===== config.mk =====
export PLATFORM = sky130hd
export DESIGN_NAME = crack_ctrl
export DESIGN_NICKNAME = d
export VERILOG_FILES = /design/src/rtl/crack_ctrl.sv
export SDC_FILE = /design/constraint.sdc
export NUM_CORES = 1
export LEC_CHECK = 0
export CAP_MARGIN = 20
export CORE_UTILIZATION = 41
export CTS_BUF_LIST = sky130_fd_sc_hd__clkbuf_2
export DETAILED_ROUTE_END_ITERATION = 10
export PLACE_DENSITY = 0.71
export SYNTH_ARGS = -nofsm -noshare
export SYNTH_HDL_FRONTEND = slang
export SYNTH_SLANG_ARGS = --single-unit
export TNS_END_PERCENT = 5

===== constraint.sdc =====
create_clock -name clk -period 2.4 [get_ports clk]
set_input_delay 0.36 -clock clk [delete_from_list [all_inputs] [get_ports clk]]
set_output_delay 0.36 -clock clk [all_outputs]
set_load 0.1 [all_outputs]

===== src/rtl/crack_ctrl.sv =====
// rtl/crack_ctrl.sv - ARC4 key-search controller with early reject and N-way key split
module crack_ctrl #(
    parameter int         KEY_W   = 24,
    parameter int         STRIDE  = 1,
    parameter int         OFFSET  = 0,
    parameter logic [7:0] CHAR_LO = 8'h20,
    parameter logic [7:0] CHAR_HI = 8'h7E
) (
    input  logic             clk,
    input  logic             rst_n,
    input  logic             en,
    output logic             rdy,
    input  logic             kill,
    output logic [KEY_W-1:0] key,
    output logic             key_valid,
    output logic             found,
    output logic [7:0]       str_len,
    output logic [KEY_W-1:0] keys_tried,
    output logic [KEY_W-1:0] a4_key,
    output logic             a4_en,
    output logic             a4_abort,
    input  logic             a4_rdy,
    input  logic [7:0]       pt_addr,
    input  logic [7:0]       pt_wrdata,
    input  logic             pt_wren
);

    typedef enum logic [2:0] {
        S_IDLE,
        S_LAUNCH,
        S_RUN,
        S_NEXT,
        S_FOUND,
        S_EXHAUST
    } state_t;

    localparam logic [KEY_W-1:0] KEY_FIRST = KEY_W'(OFFSET);
    localparam logic [KEY_W-1:0] KEY_STEP  = KEY_W'(STRIDE);
    // Largest key that can still be advanced by STRIDE without wrapping
    localparam logic [KEY_W-1:0] KEY_LIMIT = {KEY_W{1'b1}} - KEY_STEP;

    state_t state;
    logic   a4_rdy_q;

    logic printable;
    logic wr_len;
    logic wr_body;
    logic in_run;
    logic hit_found;
    logic hit_reject;
    logic core_done;

    // Classify the snooped plaintext write against the current length byte
    always_comb begin
        printable  = (pt_wrdata >= CHAR_LO) && (pt_wrdata <= CHAR_HI);
        in_run     = (state == S_RUN);
        wr_len     = pt_wren && (pt_addr == 8'd0);
        wr_body    = pt_wren && (pt_addr != 8'd0) && (pt_addr <= str_len);
        hit_found  = in_run && ((wr_len && (pt_wrdata == 8'd0)) ||
                                (wr_body && printable && (pt_addr == str_len)));
        hit_reject = in_run && wr_body && !printable;
        core_done  = in_run && a4_rdy && !a4_rdy_q;
    end

    assign rdy      = (state == S_IDLE) || (state == S_FOUND) || (state == S_EXHAUST);
    assign a4_key   = key;
    assign a4_en    = (state == S_LAUNCH) && a4_rdy && !kill;
    // A found decision suppresses the abort even when kill or a reject coincides
    assign a4_abort = in_run && !hit_found && (kill || hit_reject);

    // Search sequencing: launch core, judge plaintext, step key or finish
    always_ff @(posedge clk or negedge rst_n) begin
        if (!rst_n) begin
            state      <= S_IDLE;
            key        <= KEY_FIRST;
            key_valid  <= 1'b0;
            found      <= 1'b0;
            str_len    <= 8'd0;
            keys_tried <= '0;
            a4_rdy_q   <= 1'b1;
        end else begin
            found    <= 1'b0;
            a4_rdy_q <= a4_rdy;
            case (state)
                S_IDLE, S_FOUND, S_EXHAUST: begin
                    if (en) begin
                        key        <= KEY_FIRST;
                        keys_tried <= '0;
                        key_valid  <= 1'b0;
                        str_len    <= 8'd0;
                        state      <= S_LAUNCH;
                    end
                end
                S_LAUNCH: begin
                    if (kill) begin
                        key_valid <= 1'b0;
                        state     <= S_IDLE;
                    end else if (a4_rdy) begin
                        state <= S_RUN;
                    end
                end
                S_RUN: begin
                    if (wr_len) begin
                        str_len <= pt_wrdata;
                    end
                    if (hit_found) begin
                        key_valid <= 1'b1;
                        found     <= 1'b1;
                        state     <= S_FOUND;
                    end else if (kill) begin
                        key_valid <= 1'b0;
                        state     <= S_IDLE;
                    end else if (hit_reject || core_done) begin
                        state <= S_NEXT;
                    end
                end
                S_NEXT: begin
                    if (kill) begin
                        key_valid <= 1'b0;
                        state     <= S_IDLE;
                    end else begin
                        keys_tried <= keys_tried + KEY_W'(1);
                        if (key > KEY_LIMIT) begin
                            state <= S_EXHAUST;
                        end else begin
                            key   <= key + KEY_STEP;
                            state <= S_LAUNCH;
                        end
                    end
                end
                default: state <= S_IDLE;
            endcase
        end
    end

endmodule


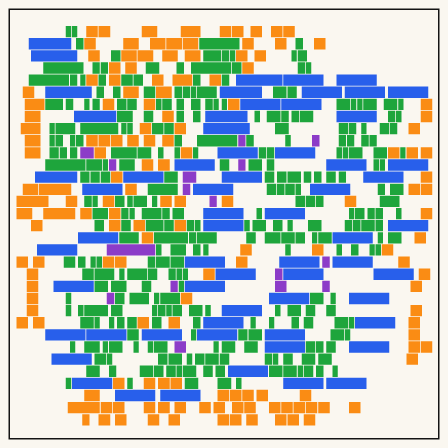
(images/class_map.png)
blue -> registers  # cells 62
orange -> remaining buffers and delay cells  # cells 151
purple -> clock drivers and dummy loads  # cells 16
green -> remaining logic cells  # cells 297

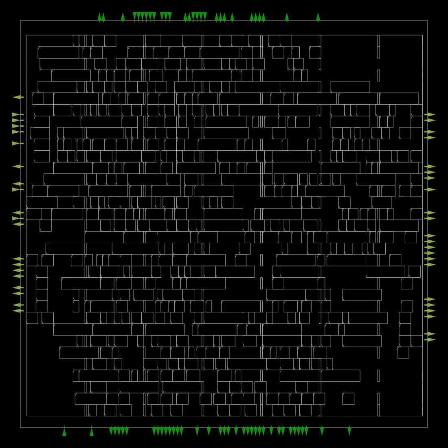
(images/placed.png)
final core utilization: 60.1%
Tapcell Cnt: 105

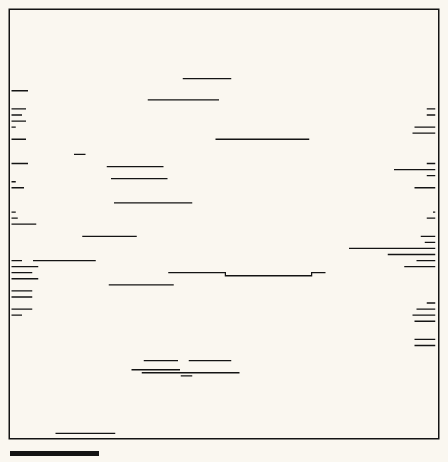
(images/m3.png)
Scale bar: 20 µm.
main direction = horizontal
wire length on this layer = 393 µm

==> job_summary.md <==
### Yosys + OpenROAD results

| Metric | Value |
|---|---|
| Met2 routed WL | `roughly 4500 µm` |
| Num ports | `107` |
| Number of global-route vias before repair | `3067` |
| Commonest Layout Cell | `buf_4` |
| Post-synthesis average cell area | `~9.2 µm²` |
| Ys cells | `~390` |
| Max Cap Viol | `0` |
| FP Util | `a little over two fifths` |
| Via count | `roughly 3300` |
| Asr flop ratio synth | `100%` |
| Failing checks | `negative setup slack` |
| Tool warnings | `30` |
| Logic pwr share | `39.7%` |
| Achievable Freq | `between 300 and 400 MHz` |
| Pwr dens | `587 nW/µm²` |
| Global Route met1 Usage | `~29%` |
| Vias/cell | `approximately 5.2` |
| Synth Warn # | `0` |
| R2r startpoint | `str_len[5]` |
| Clk pin slew, worst setup/hold paths | `190 ps` |
| Top Metal Used | `met4` |
| Crit path DAT | `2630 ps` |
| GRT met3 Usage | `~4.5%` |
| Total chip power | `just under 3 mW` |
| Yosys top cell area share | `between 40% and 50%` |
| Metal-1 WL | `about 4200 µm` |
| Hold Path Origin | `a4_rdy` |
| Chip area | `9210 µm²` |
| Nets@finish | `554` |
| Post-route cell area | `approximately 5000 µm²` |
| Share of layout cells above drive strength 1 | `a little over a third` |
| First-pass detailed-route iteration total | `4` |
| Layout Cells excl Fill | `approximately 630` |
| DP Wirelength | `6530 µm` |
| Hold Crit Depth | `1` |
| NetSw | `around 1.2 mW` |
| Req. time, crit path | `~2000 ps` |
| Seq cells post-synth | `approximately 62` |
| Syn_nets | `about 430` |
| Count leader, synth | `dfrtp_1` |
| R2R depth | `17` |
| Die y size | `96.0 µm` |
| Root cell of the clock tree | `clkbuf_2` |
| Clock Sinks | `62` |
| Clk pwr share | `a little over a fifth` |
| PnR worst setup slack | `-592 ps` |
| Buffers added on ports | `106` |
| Final worst path period need | `2990 ps` |
| Aggregate routed wire length | `~9000 µm` |
| Dpl cells | `around 600` |
| Reg power frac | `between 30% and 40%` |
| CP max FO | `2` |
| Final hold slack | `366 ps` |
| Commonest flop | `dfrtp_1` |
| Routed length per placed instance | `between 10 and 15 µm` |
| GRT overflow | `0` |
| Max-slew violation count | `0` |
| Yosys stat area | `about 3600 µm²` |
| Clock Skews | `between 20 and 30 ps` |
| Number of diodes | `0` |
| Tcrit/Tclk final | `125%` |
| Antenna-violating nets left | `0` |
| CTS tree | `built` |
| Post-Synthesis Cells | `around 390` |
| Initial DRC Count | `approximately 180` |
| Largest net degree at the start of global routing | `35` |
| Final Setup Violations | `2` |
| Mapped Area | `between 3000 and 4000 µm²` |
| First-pass GRT wire length | `15000 µm` |
| Top Usage Layer GRT | `met2` |
| CTS Buffer Depth | `2` |
| Class of the tightest hold or removal check | `input port to flop` |
| Net Sw Frac | `41.5%` |
| Worst-Margin Slew | `between 600 and 700 ps` |
| CTS Buf Count | `9` |
| H-tree depth | `3` |
| Row cnt | `33` |
| Latency at later pin | `roughly 470 ps` |
| Distinct lib cells used | `~54` |
| Peak VDD IR | `approximately 610 µV` |
| Gpl congestion | `0.839` |
| Synth top cells by count | `dfrtp_1, nor2_1, nand3_1` |
| Global Route met2 Usage | `between 30% and 40%` |
| RSZ-0062 raised after global routing | `true` |
| Worst setup SP type | `flop` |
| Synth area leader | `dfrtp_1` |
| Worst rel slew slack | `between 50% and 60%` |
| Ranking of synthesized cells by area | `dfrtp_1, xor2_1, buf_4` |
| R2R setup slack | `-400 ps` |
| Critical Setup Path Class | `flop to output pin` |
| Status | `finished, violations left` |
| Width of the die | `roughly 96 µm` |
| R2r endpoint | `state[0]` |
| Static Leakage | `approximately 2.4 nW` |
| Met3 routed WL | `slightly below 400 µm` |
| Post-Place Setup Slack | `-400 ps` |
| Residual DRC count | `0` |
| Core Area | `around 8400 µm²` |
| Syn-to-layout area delta | `39.1%` |
| GRT Total Usage | `a little over a fifth` |
| CP Capture Type | `output pin` |
| Seq/Total Area, Yosys | `a little over two fifths` |
| Most frequent logic cells in the routed design | `buf_4, dfrtp_1, nor2_1` |
| Fin Setup TNS | `-1080 ps` |
| Dpl cell area | `between 4000 and 5000 µm²` |
| Final hold vios | `0` |
| Pint | `~1.7 mW` |
| Initial antenna violation count | `0` |
| Post-synth EDFFs | `0` |
| Worst Hold End | `a4_rdy_q` |
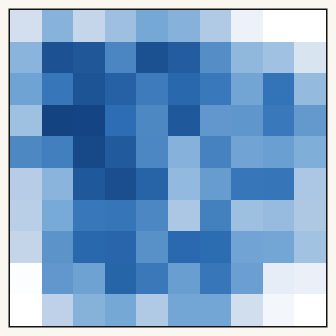
(images/util_map.png)
10 x 10 tiles, from white (low) to dark blue (high), 0 to 100% covered.
fullest tile = 92%
mean over tiles = 53%
nearly empty tiles = 5.0%
tiles over 75% full = 21%

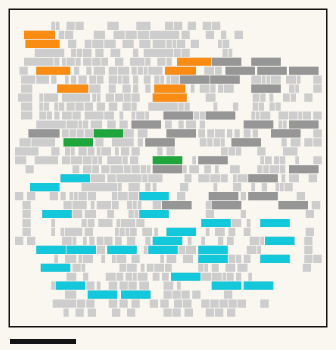
(images/ff_map.png)
Scale bar: 20 µm.
green -> state  # placed flops 3
orange -> str_len  # placed flops 8
cyan -> a4_key  # placed flops 24

worst max-delay path, cell delays in order (launching register included):
cell and delay [ps]:
dfrtp_4 470, inv_4 40, ha_4 250, nand4_1 150, nor2_2 180, nor2_2 60, a222oi_1 410, nor4b_4 360
buf_12 220
power by group through the flow:
stage          clock [mW]  sequential [mW]  combinational (mW)
2_1_floorplan           0             1.37               0.491
3_3_place_gp            0             1.15                1.05
3_5_place_dp            0             1.15                1.06
4_1_cts             0.684             1.13                1.13
5_1_grt             0.723             1.14                1.25
6_report            0.647             1.13                1.17
sequential cells by signal, summed over array words and instances, names as in the netlist:
name / cells
key_valid: 1
a4_rdy_q: 1
str_len: 8
a4_key: 24
found: 1
keys_tried: 24
state: 3
worst max-delay path by stage:
stage	start	slack [ps]	endpoint	cells after the start
6_report	str_len[5]	-590	a4_abort	8
2_1_floorplan	str_len[1]	-770	a4_abort	7
5_1_grt	str_len[5]	-800	a4_abort	8
3_3_place_gp	pt_addr[5]	-360	a4_abort	6
3_5_place_dp	pt_addr[0]	-400	a4_abort	9
4_1_cts	str_len[2]	-530	a4_abort	8
cell families (layout without fill, tap and decap cells):
group           after synthesis  count (layout)  share of synthesized area, %
compound gates               42              42                          7.40
buf+inv                      55             187                          8.40
fa+ha+maj                    11              11                          3.80
flops                        62              62                          42.9
simple gates                185             185                          28.0
xor+xnor                     38              38                          9.19
mux                           1               1                         0.277
final cells by class:
cell class,count,area (µm²)
Sequential cell,62,1570
Clock buffer,9,45.0
Inverter,20,77.6
Tap cell,105,131
Timing Repair Buffer,151,1240
Fill cell,744,3350
Multi-Input combinational cell,277,1890
Clock inverter,7,72.6
repair_timing:
action	4_1_cts	5_1_grt
gates resized	7	16
buffers inserted	11	3
endpoints found under the setup margin	1	2
hold buffers	1	0
pin swaps	6	6
hold endpoints to repair	27	0
No activity file was given, so power comes from the tool's default toggle rates.
